Metal 3:
Scale: 3 px per micron.
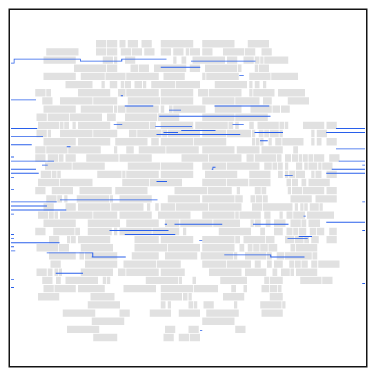
Track usage over the die:
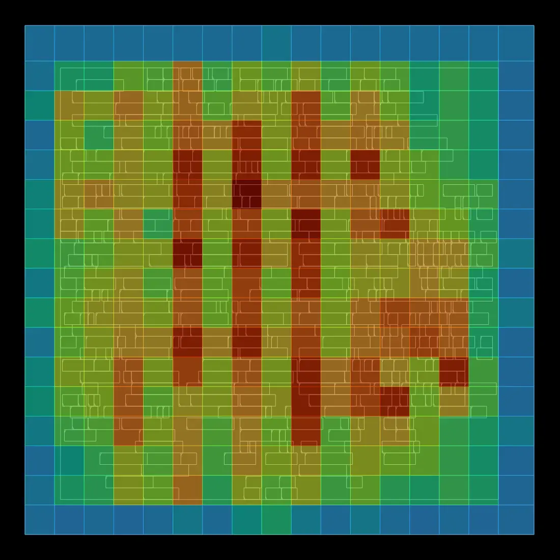
===== config.mk =====
export PLATFORM = sky130hd
export DESIGN_NAME = led_frame_buffer
export DESIGN_NICKNAME = d
export VERILOG_FILES = /design/src/rtl/led_frame_buffer.sv
export SDC_FILE = /design/constraint.sdc
export NUM_CORES = 1
export LEC_CHECK = 0
export CORE_MARGIN = 8
export CORE_UTILIZATION = 50
export CTS_CLUSTER_SIZE = 40
export DETAILED_ROUTE_END_ITERATION = 10
export PLACE_DENSITY = 0.76
export SYNTH_ARGS = -nofsm -noshare
export SYNTH_HDL_FRONTEND = slang
export SYNTH_SLANG_ARGS = --single-unit

===== constraint.sdc =====
create_clock -name clk -period 3.1 [get_ports clk]
set_input_delay 0.62 -clock clk [delete_from_list [all_inputs] [get_ports clk]]
set_output_delay 0.62 -clock clk [all_outputs]
set_load 0.02 [all_outputs]

===== src/rtl/led_frame_buffer.sv =====
// rtl/led_frame_buffer.sv - double-buffered LED pixel store with a valid/ready pixel stream
//
// The host fills the back bank and pulses commit. The block then swaps banks and
// streams the new front bank one pixel at a time. After the last pixel it idles
// for LATCH_CYCLES so the strip can latch, then pulses frame_done.
//
// Optional feature macro: LED_FRAME_BUFFER_BRIGHTNESS_EN
//   When it is defined, a brightness[7:0] input is added. Each colour channel c
//   is scaled to (c*(brightness+1))>>8 as the pixel is fetched.
//
// Ports:
//   clk        system clock
//   rst        synchronous active-high reset
//   wr_en      write strobe into the back bank
//   wr_addr    pixel index; writes with wr_addr >= LENGTH are dropped
//   wr_data    colour 0xRRGGBB
//   commit     single-cycle pulse: the back bank holds a complete frame
//   brightness global dimming factor (only with LED_FRAME_BUFFER_BRIGHTNESS_EN)
//   px_valid   px_data holds a pixel
//   px_data    current pixel colour
//   px_ready   downstream accepts the pixel
//   frame_done one-cycle pulse at the end of the latch gap
//   busy       a frame is being fetched, streamed or latched
module led_frame_buffer #(
  parameter int LENGTH       = 2,
  parameter int ADDR_W       = 8,
  parameter int LATCH_CYCLES = 3000
) (
  input  logic              clk,
  input  logic              rst,
  input  logic              wr_en,
  input  logic [ADDR_W-1:0] wr_addr,
  input  logic [23:0]       wr_data,
  input  logic              commit,
`ifdef LED_FRAME_BUFFER_BRIGHTNESS_EN
  input  logic [7:0]        brightness,
`endif
  output logic              px_valid,
  output logic [23:0]       px_data,
  input  logic              px_ready,
  output logic              frame_done,
  output logic              busy
);

  localparam int IDX_W = (LENGTH > 1) ? $clog2(LENGTH) : 1;
  localparam int CNT_W = (LATCH_CYCLES > 1) ? $clog2(LATCH_CYCLES) : 1;
  localparam logic [IDX_W-1:0]  LAST_IDX = IDX_W'(LENGTH - 1);
  localparam logic [CNT_W-1:0]  CNT_INIT = CNT_W'(LATCH_CYCLES - 1);
  localparam logic [ADDR_W:0]   LEN_EXT  = (ADDR_W + 1)'(LENGTH);

  typedef enum logic [1:0] {IDLE, FETCH, STREAM, LATCH} state_t;

  state_t           state, state_d;
  logic             front_sel, front_sel_d;
  logic             swap_pending, swap_pending_d;
  logic [IDX_W-1:0] idx, idx_d;
  logic [CNT_W-1:0] cnt, cnt_d;
  logic             px_valid_d;
  logic [23:0]      px_data_d;
  logic             frame_done_d;

  logic [23:0] bank0 [LENGTH];
  logic [23:0] bank1 [LENGTH];

  logic             wr_hit;
  logic [IDX_W-1:0] wr_idx;
  logic [23:0]      front_px;
  logic [23:0]      fetch_px;

  // The range check runs on the full address so aliased indices cannot land.
  assign wr_hit = wr_en && ({1'b0, wr_addr} < LEN_EXT);
  assign wr_idx = wr_addr[IDX_W-1:0];

  // The back bank is the one front_sel does not point at.
  always_ff @(posedge clk) begin
    if (wr_hit) begin
      if (front_sel) begin
        bank0[wr_idx] <= wr_data;
      end else begin
        bank1[wr_idx] <= wr_data;
      end
    end
  end

  assign front_px = front_sel ? bank1[idx] : bank0[idx];

`ifdef LED_FRAME_BUFFER_BRIGHTNESS_EN
  function automatic logic [7:0] scale_ch(input logic [7:0] c, input logic [7:0] b);
    return 8'(({8'd0, c} * ({8'd0, b} + 16'd1)) >> 8);
  endfunction

  assign fetch_px = {scale_ch(front_px[23:16], brightness),
                     scale_ch(front_px[15:8],  brightness),
                     scale_ch(front_px[7:0],   brightness)};
`else
  assign fetch_px = front_px;
`endif

  always_comb begin
    state_d        = state;
    front_sel_d    = front_sel;
    swap_pending_d = swap_pending || commit;
    idx_d          = idx;
    cnt_d          = cnt;
    px_valid_d     = px_valid;
    px_data_d      = px_data;
    frame_done_d   = 1'b0;
    case (state)
      IDLE: begin
        px_valid_d = 1'b0;
        if (swap_pending) begin
          front_sel_d    = ~front_sel;
          // A commit landing on the consume cycle queues the following frame.
          swap_pending_d = commit;
          idx_d          = '0;
          state_d        = FETCH;
        end
      end
      FETCH: begin
        px_data_d  = fetch_px;
        px_valid_d = 1'b1;
        state_d    = STREAM;
      end
      STREAM: begin
        if (px_valid && px_ready) begin
          px_valid_d = 1'b0;
          if (idx == LAST_IDX) begin
            cnt_d   = CNT_INIT;
            state_d = LATCH;
          end else begin
            idx_d   = idx + 1'b1;
            state_d = FETCH;
          end
        end
      end
      LATCH: begin
        if (cnt == '0) begin
          frame_done_d = 1'b1;
          state_d      = IDLE;
        end else begin
          cnt_d = cnt - 1'b1;
        end
      end
      default: state_d = IDLE;
    endcase
  end

  always_ff @(posedge clk) begin
    if (rst) begin
      state        <= IDLE;
      front_sel    <= 1'b0;
      swap_pending <= 1'b0;
      idx          <= '0;
      cnt          <= '0;
      px_valid     <= 1'b0;
      px_data      <= '0;
      frame_done   <= 1'b0;
    end else begin
      state        <= state_d;
      front_sel    <= front_sel_d;
      swap_pending <= swap_pending_d;
      idx          <= idx_d;
      cnt          <= cnt_d;
      px_valid     <= px_valid_d;
      px_data      <= px_data_d;
      frame_done   <= frame_done_d;
    end
  end

  assign busy = (state != IDLE);

endmodule


==> flow_summary.toml <==
# synthesis and place-and-route metrics
[outcome]
status = "complete, no violations"

[worst_setup_path]
cp-end-kind = "output pin"
slowest_stage = "clkdlybuf4s50_1"
r2r_cells = 6
worst_setup_path_start_kind = "flop"
critical_path.top_delay_family = "buffers and inverters"

[die]
dieArea_sq_um = 14090

[final_layout]
final_common_cell = "edfxtp_1"
comb_area_share_pct = 21.31
buffers = 75

[clock_tree]
clock_sinks = 140
clock_latency_ns = 0.52

[sta]
setup_slack_ns = 0.6465
relSlewSlack_pct = 29.05
fin_crit_ns = 2.453
setup_viol = 0
skew_ns = 0.007223

[synth]
yosys_most_used_dff = "edfxtp_1"
synthDistinctLibCells = 40

[detailed_routing]
wl_met2_mm = 5.831
drcViolationCount = 0
drt_iter0_drc = 337

[global_routing]
top_usage_layer = "met2"
grt_first_pass_wirelength_mm = 18.08
gr-total-overflow = 0
## Picture notes: 'metal 3'
- share of all routed wire: 5.6%
- longest straight run: 36.8 microns
- main direction: horizontal
- nets with wire on the layer: 53

## Picture notes: 'track usage over the die'
grt met1 use: 18.37%
GRT Resource Usage Total: 16.68%
GRT met3 Usage: 5.093%

